Design weight_loader_flat, sky130hd; sources not shown.
Run 1, the metal 3 layer:
Bar = 20 um.
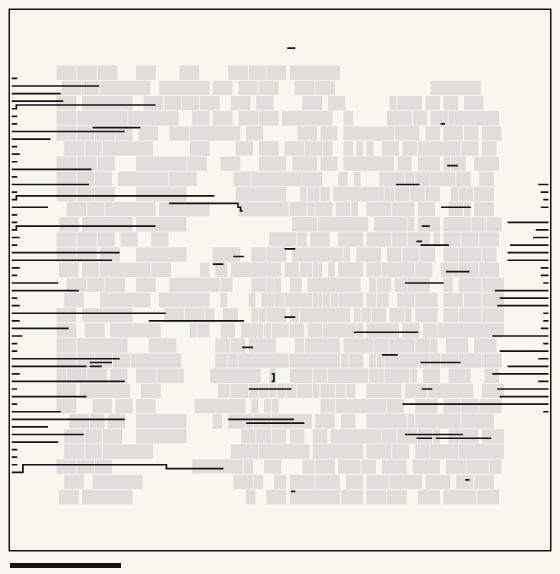
main direction: horizontal
nets with wire on the layer: 103
wire length on this layer: 768 um
longest straight run: 35.4 um
overall routed net length: 10,100 um
total number of vias: 2,868
GR Util met3: 6.47%

Run 1, metal 4:
Supply wires on this layer in gray.
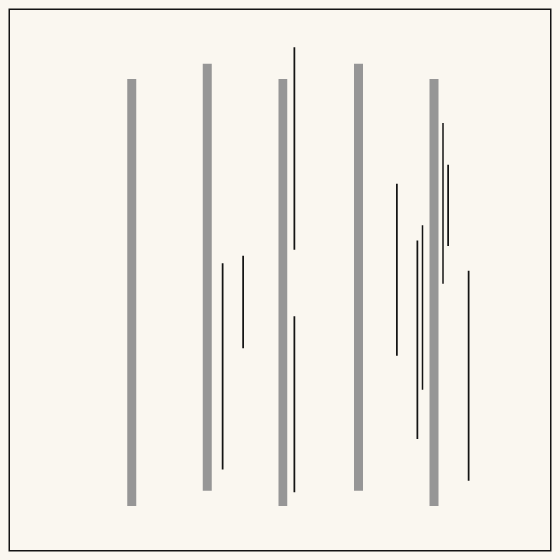
main direction: vertical
nets with wire on the layer: 10
longest straight run: 37.4 um
share of all routed wire: 2.9%
wire length on this layer: 296 um

Run 1, clock routing:
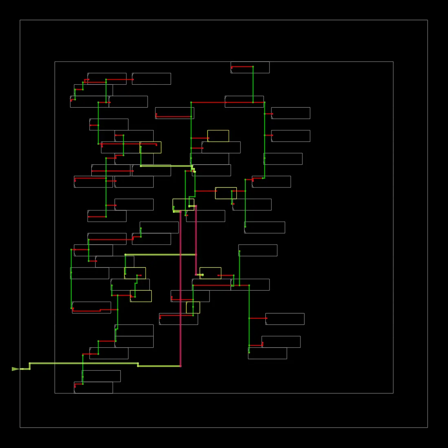
power in the clock group: 0.485 mW
Sink Count: 49
count of clock buffers in the final design: 7

Run 1, the metal 2 layer:
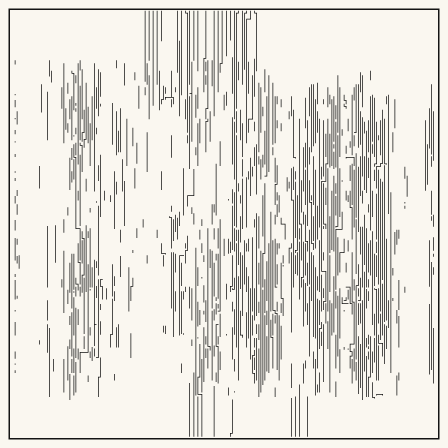
share of all routed wire: 51%
nets with wire on the layer: 485
main direction: vertical
wire length on this layer: 5,120 um
global-route track usage on met2: 34.6%

==> flow_summary.yaml, run 1 <==
# physical design summary
pwr:
  leakage_nw: 2.23
  top_power_group: "combinational logic"
  power.ir.vdd_worst_uv: 923
  internal_power_mw: 3.40
  pwr.group.sequential_mw: 1.25
  power-per-cell-area_nw_per_um2: 1200
  pwr-share-seq_pct: 21.1
  total_switching_power_mw: 2.55
  total_power_mw: 5.94
  power.clock.fraction_pct: 8.2
logic_synthesis:
  aoi_share_pct: 20.9
  netlist_top_cells_area: "dfrtp_1, ha_1, a22o_1"
  synth-edff-count: 0
  post_synth.cell_area_avg_sq_um: 10.2
  number_of_synthesized_register_bits: 49
  yosysMostFrequentCell: "dfrtp_1"
  yosys_warnings: 0
  synth_stat.cells: 276
  mux_share_pct: 2.13
critical_path:
  worst_setup_path_end_kind: "primary output"
  worst_ep_arrival_time_ns: 2.70
  reg2reg_setup_slack_ns: 0.41
  critical_path_cell_count: 11
  timing.critical_path.required_ns: 2.30
  r2r.worst_path.cells: 10
  cp_slowest_stage_delay_ns: 0.50
  crit_family: "adder cells"
  critical_path.cell_chain: "inv_2 -> fa_1 -> inv_2 -> fa_2 -> a21oi_4 -> o21ai_2 -> a21oi_2 -> buf_4 -> or3_4 -> a21oi_2 -> buf_4"
layout:
  final.fill_count: 382
  antenna_cells: 0
  flip_flop_count_of_the_largest_register_all_copies_and_words_added: 32
  mostFrequentLayoutCell: "clkdlybuf4s50_1"
  finish.net_count: 531
  final_cell_count_no_fill: 520
  final_layout_top_logic_cells: "clkdlybuf4s50_1, buf_4, dfrtp_1"
flow_run:
  tool_warnings: 30
  max_cap_viol_count: 0
drt:
  avgViaCountPerCell: 5.52
  drt-initial-drc-count: 136
  drcViolationCount: 0
run_status:
  failed_checks: "setup timing"
  status: "complete, but fails checks"
floorplan:
  die_height_um: 97.0
  num_rows: 29
  chip_area_sq_um: 9400
  die.size.x_um: 97.0
  boundaryPins: 116
clock_tree:
  cts.root.buffer_cell: "clkbuf_8"
  cts_inserted_buffers: 5
  post_cts_hold_buffer_count: 1
  cts.repair.resized: 153
placed_design:
  dpl_cell_area_sq_um: 4340
  place_congestion: 0.879
sta:
  timing.final.ws_setup_ns: -0.399
  min_period_over_period_pct: 115
  timing.slew.headroom_pct: 59.2
  fmax_ghz: 0.326
  fin_setup_tns_ns: -4.02
  report.final.setup_viol: 16
  fin_hold_ws_ns: 0.365
global_routing:
  grt_use_total_pct: 19.8
  grt-ovfl-total: 0
worst_hold_path:
  timing.hold.worst_path_depth: 1
  class_of_the_tightest_hold_or_removal_check: "in -> reg"
## run 1: cells by family after synthesis
family / after synthesis
DFF: 49
muxes: 6
buffers and inverters: 26
and+or+nand+nor: 77
adders and majority gates: 26
xor gates and xnor gates: 10
AOI/OAI and AO/OA: 82
## run 1: routing by layer
layer  up-vias  GRT usage, %  part of all wire [%]
met4         0          8.52                   2.9
li1       1327             -                     -
met5         -             0                     0
met3        22          6.47                   7.6
met2       129          34.6                    51
met1      1390          21.3                    38
## run 1: layout make-up
class	instances	area (sq um)	share of cell area [%]
Multi-Input combinational cell	201	1840	37.1
Timing Repair Buffer	168	1600	32.2
Sequential cell	49	1230	24.7
Clock buffer	7	96.3	1.94
Tap cell	77	96.3	1.94
Inverter	16	75.1	1.51
Timing Repair inverter	1	16.3	0.328
Clock inverter	1	8.76	0.177
==> run 1 -> run 2 <==
Settings changed: CAP_MARGIN 15 to 20, CTS_BUF_LIST from default to sky130_fd_sc_hd__clkbuf_4 sky130_fd_sc_hd__clkbuf_8 sky130_fd_sc_hd__clkbuf_16.
Run 2, clock routing:
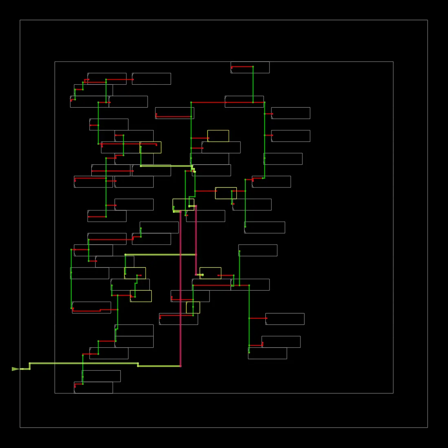
CTS Buf Count: 5
Flop Count: 49
clock latency at the later pin of the worst-skew pair: 0.29 ns

==> flow_summary.yaml, run 2 <==
# physical design summary
floorplan:
  boundaryPins: 116
  die_height_um: 97.0
critical_path:
  r2r.worst_path.cells: 10
  worst_setup_path_end_kind: "primary output"
  timing.critical_path.required_ns: 2.30
  cp_slowest_stage_delay_ns: 0.50
  critical_path.cell_chain: "inv_2 -> fa_1 -> inv_2 -> fa_2 -> a21oi_4 -> o21ai_2 -> a21oi_2 -> buf_4 -> or3_4 -> a21oi_2 -> buf_4"
drt:
  drcViolationCount: 0
  m1WireLength_um: 3870
  routed.top_layer: "met4"
  met2RoutedLength_um: 5120
  avgViaCountPerCell: 5.52
  route.met3.wl_um: 768
pwr:
  leakage_nw: 2.23
  power-per-cell-area_nw_per_um2: 1200
  internal_power_mw: 3.40
  power_in_the_clock_group_mw: 0.485
  pwr-share-seq_pct: 21.1
  total_power_mw: 5.94
  pwr.group.sequential_mw: 1.25
  top_power_group: "combinational logic"
global_routing:
  grt-ovfl-total: 0
  grtUsageMet3_pct: 6.47
  grt.met2_usage_pct: 34.6
  top_usage_layer: "met2"
  grt_use_total_pct: 19.8
  grt_util_met1_pct: 21.3
layout:
  final_layout_top_logic_cells: "clkdlybuf4s50_1, buf_4, dfrtp_1"
  flip_flop_count_of_the_largest_register_all_copies_and_words_added: 32
sta:
  report.final.setup_viol: 16
  min_period_over_period_pct: 115
  timing.final.ws_setup_ns: -0.399
  timing.slew.headroom_pct: 59.2
  fin_hold_ws_ns: 0.365
clock_tree:
  tritoncts_num_sinks: 49
  cts.repair.resized: 153
logic_synthesis:
  post_synth.cell_area_avg_sq_um: 10.2
  synth_stat.cells: 276
  yosys_warnings: 0
  yosysMostFrequentCell: "dfrtp_1"
run_status:
  failed_checks: "setup timing"
  status: "complete, but fails checks"
worst_hold_path:
  timing.hold.worst_path_depth: 1
flow_run:
  max_cap_viol_count: 0
Run 2, metal 4:
Supply wires on this layer in gray.
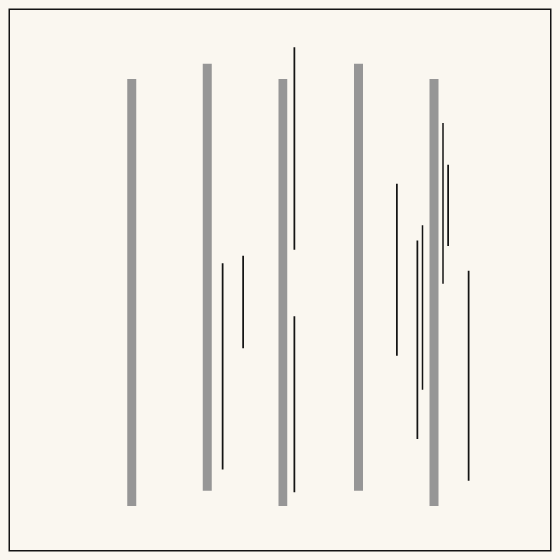
share of all routed wire: 2.9%
longest straight run: 37.4 um
main direction: vertical

-- run 2: cell counts after synthesis --
Identical to the previous run, type by type.
-- run 2: logic make-up after synthesis --
logic type / share of synthesized area, %
mux: 2.13
flops: 43.5
buf+inv: 3.86
simple gates: 14.4
fa+ha+maj: 12.1
compound gates: 20.9
xor+xnor: 3.11
-- run 2: cell type report --
| type | count | area (sq um) |
|---|---|---|
| inverters | 16 | 75.1 |
| fillers | 382 | 1390 |
| repair inverters | 1 | 16.3 |
| well taps | 77 | 96.3 |
| clock inverters | 1 | 8.76 |
| multi-input cells | 201 | 1840 |
| repair buffers | 168 | 1600 |
| flip-flops and latches | 49 | 1230 |
| clock buffers | 7 | 96.3 |
Power is estimated from default activity; no workload was simulated.
